==> src/rtl/piso_serializer.sv <==
// Parallel-in/serial-out transmitter with a one-word holding register so that
// back-to-back words stream without an idle bit between them.
//
// state | meaning
// IDLE  | no word in flight; every edge is a load slot
// SHIFT | shifter drives ser_out; cnt is the index of the bit on the wire
module piso_serializer #(
  parameter int WIDTH     = 8,
  parameter bit MSB_FIRST = 1'b1
) (
  input  logic             clk,
  input  logic             reset,
  input  logic             load_valid,
  output logic             load_ready,
  input  logic [WIDTH-1:0] load_data,
  input  logic             shift_en,
  output logic             ser_out,
  output logic             ser_valid,
  output logic             ser_last
);

  localparam int CW = (WIDTH > 2) ? $clog2(WIDTH) : 1;
  localparam logic [CW-1:0] LAST = CW'(WIDTH - 1);

  typedef enum logic {IDLE, SHIFT} state_t;

  state_t           state_q, state_d;
  logic             hold_full_q, hold_full_d;
  logic [WIDTH-1:0] hold_q, hold_d;
  logic [WIDTH-1:0] shift_q, shift_d;
  logic [CW-1:0]    cnt_q, cnt_d;

  logic accept;
  logic last_bit;
  logic load_slot;

  assign accept    = load_valid && !hold_full_q;
  assign last_bit  = (state_q == SHIFT) && (cnt_q == LAST);
  assign load_slot = (state_q == IDLE) || (last_bit && shift_en);

  always_comb begin
    state_d     = state_q;
    hold_full_d = hold_full_q;
    hold_d      = hold_q;
    shift_d     = shift_q;
    cnt_d       = cnt_q;
    if (load_slot) begin
      // The held word is older than anything on the bus, so it goes first.
      if (hold_full_q) begin
        shift_d     = hold_q;
        cnt_d       = '0;
        state_d     = SHIFT;
        hold_full_d = 1'b0;
      end else if (accept) begin
        shift_d = load_data;
        cnt_d   = '0;
        state_d = SHIFT;
      end else begin
        state_d = IDLE;
      end
    end else begin
      if (accept) begin
        hold_d      = load_data;
        hold_full_d = 1'b1;
      end
      if (shift_en) begin
        shift_d = MSB_FIRST ? {shift_q[WIDTH-2:0], 1'b0} : {1'b0, shift_q[WIDTH-1:1]};
        cnt_d   = cnt_q + CW'(1);
      end
    end
  end

  always_ff @(posedge clk or posedge reset) begin
    if (reset) begin
      state_q     <= IDLE;
      hold_full_q <= 1'b0;
      hold_q      <= '0;
      shift_q     <= '0;
      cnt_q       <= '0;
    end else begin
      state_q     <= state_d;
      hold_full_q <= hold_full_d;
      hold_q      <= hold_d;
      shift_q     <= shift_d;
      cnt_q       <= cnt_d;
    end
  end

  assign load_ready = !hold_full_q;
  assign ser_valid  = (state_q == SHIFT);
  assign ser_out    = ser_valid && (MSB_FIRST ? shift_q[WIDTH-1] : shift_q[0]);
  assign ser_last   = last_bit;

endmodule

==> config.mk <==
export PLATFORM = sky130hd
export DESIGN_NAME = piso_serializer
export DESIGN_NICKNAME = d
export VERILOG_FILES = /design/src/rtl/piso_serializer.sv
export SDC_FILE = /design/constraint.sdc
export NUM_CORES = 1
export LEC_CHECK = 0
export ABC_CLOCK_PERIOD_IN_PS = 1900
export CAP_MARGIN = 20
export CORE_MARGIN = 2
export CORE_UTILIZATION = 47
export DETAILED_ROUTE_END_ITERATION = 6
export MAX_ROUTING_LAYER = met4
export PLACE_DENSITY = 0.74
export RECOVER_POWER = 50
export SLEW_MARGIN = 20
export SYNTH_ARGS = -nofsm -noshare
export SYNTH_HDL_FRONTEND = slang
export SYNTH_SLANG_ARGS = --single-unit
==> constraint.sdc <==
create_clock -name clk -period 1.9 [get_ports clk]
set_input_delay 0.19 -clock clk [delete_from_list [all_inputs] [get_ports clk]]
set_output_delay 0.19 -clock clk [all_outputs]
set_load 0.02 [all_outputs]
==> out/qor.yml <==
yosysUniqueCellTypes: 20
outcome: "finished, final reports clean"
synthXorXnorAreaFrac_pct: 0
flops: 21
path_clk_slew_ns: 0.12
async_flop_share_pct: 100
die_h_um: 51.8
reg_top3: "hold_q (8), shift_q (8), cnt_q (3)"
yosysTopAreaCell: "dfrtp_1"
r2r-start: "cnt_q[0]"
p_int_mw: 1.00
die_w_um: 51.8
tap-cell-count: 28
critical_path_arrival_ns: 2.00
fillCellCount: 188
place_area_um2: 1280
power.group.top: "registers"
num_vias: 677
p_comb_uw: 512
wirelength_mm: 1.85
whs_ns: 0.497
top_logic_kind: "multiplexers"
switching_power_uw: 413
dp.cells: 126
drt_iter0_drc: 4
sw_frac_of_total_pct: 29.2
cts_tree: "yes"
r2r_end: "shift_q[6]"
clk_path_buf_depth: 2
nonClkBufAreaFrac_pct: 15.2
grt_use_total_pct: 17.2
initial_core_util_pct: 48.9
start_kind: "flop"
floorplan.nets: 93
edf_count: 0
p_clk_uw: 217
fin_nets: 117
fin_area_um2: 1300
period_needed_ns: 1.80
cp-startpoint: "cnt_q[0]"
tns_ns: 0
netlist_top_cells_area: "dfrtp_1 (49%), mux2_2 (16%), mux2i_1 (8.4%)"
numSynthFlops: 21
slew_viol_final: 0
seq-power_uw: 689
seq_power_share_pct: 48.6
ant_nets: 0
regArea_um2: 527
synthTopCellsByCount: "dfrtp_1 (21), mux2_2 (15), mux2i_1 (9)"
clk_share_pct: 2.02
tightestPinTransition_ns: 1.12
slowest_delay_ns: 0.41
multi_input_comb_cells: 49
worstPathCellList: "ha_1 > ha_1 > a21bo_2 > buf_4 > mux2i_1 > mux2_1"
ys_chip_area_um2: 1070
finalClockPeriodUsage_pct: 94.7
yosysTopAreaCellShare_pct: 49.0
slew_headroom_pct: 25.1
grt_max_degree: 22
worst-path-buf-inv: 1
cp.required_ns: 2.10
path_max_fanout: 6
whs_path_depth: 1
fin_skew_ns: 0.00757
gp_congestion: 0.729
port_buffers: 15
hp-start: "cnt_q[0]"
clkLatencyLatePin_ns: 0.30
hold_end: "cnt_q[0]"
finalHoldViolCount: 0
fp.dieArea_um2: 2680
seq_share_pct: 40.4
cp.depth: 6
ctsResizeCount: 1
worst-r2r-cell-count: 6
wl_per_cell_um: 14.2
clock_sinks: 21
p_per_area_nw_per_um2: 1090
aoi_share_pct: 5.83
largest_cell_class: "flip-flops and latches"
drive_above_1_share_pct: 33.3
rsz0062_at_grt: "false"
fp-row-count: 17
crit_path_end_kind: "flop"
sh_comb_area_pct: 38.0
most_common_cell: "dfrtp_1"
cpMostUsedCell: "ha_1"
finalWorstSetupSlack_ns: 0.102
dp_hpwl_mm: 1.42
area_growth_pct: 21.6
dpl_worst_slack_ns: 0.0812
ys_cells: 79
n_all_buffers: 22
maxCapViolCount: 0
ff_type: "dfrtp_1"
cts_hold_buf: 0
ys_sh_simple_pct: 5.72
grt_antenna_before_repair: 0
core_um2: 2190
ys_sh_mux_pct: 32.2
first_global_vias: 728
p_clk_share_pct: 15.3
fin_cells: 130
## placed cells by master, fill, tap and decap left out, types with 2 or more instances in the layout
master and count:
clkdlybuf4s50_1 13, mux2_2 15, dfrtp_1 20, ha_1 2, mux2i_1 9, buf_4 6
nand2_1 4, a32o_1 2, clkbuf_1 2, inv_1 6, clkbuf_4 3, nor2_1 3
mux2_4 5
## per-layer routing
layer	GRT usage [%]	wire length (um)	vias up
met5	-	0	-
met1	21.4	819	332
met4	6.58	22	0
met3	3.45	83	4
li1	-	-	327
met2	27.8	926	14
## kinds of logic after synthesis
logic type      after synthesis
flops                        21
simple gates                 10
compound gates                7
buf+inv                       9
fa+ha+maj                     2
mux                          30
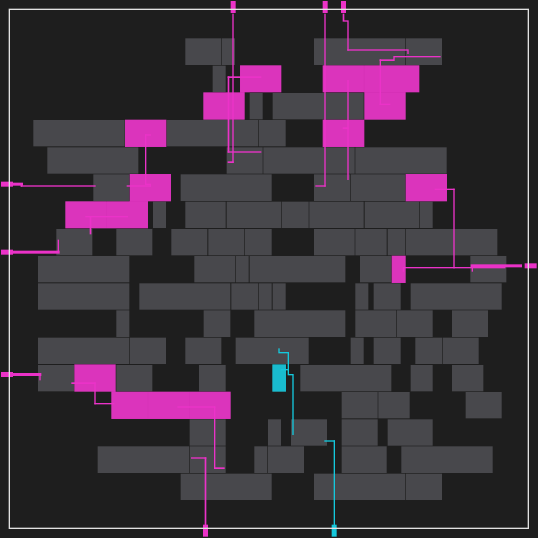
Figure 1: I/O nets highlighted.
(10 px per um)
legend:
  magenta:
    port: `load_data`
    bits: 8
    direction: input
    end_cells: 16
    wire: 161 um
  cyan:
    port: `load_ready`
    bits: 1
    direction: output
    end_cells: 1
    wire: 19.8 um

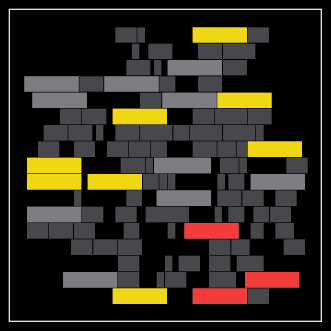
Figure 2: register map, names as in the netlist.
(6 px per um) Other sequential cells in the stronger gray, the rest of the logic in the fainter gray.
legend:
  red:
    name_in_the_netlist: `cnt_q`
    flops: 3
  yellow:
    name_in_the_netlist: `shift_q`
    flops: 8
not colored: 10

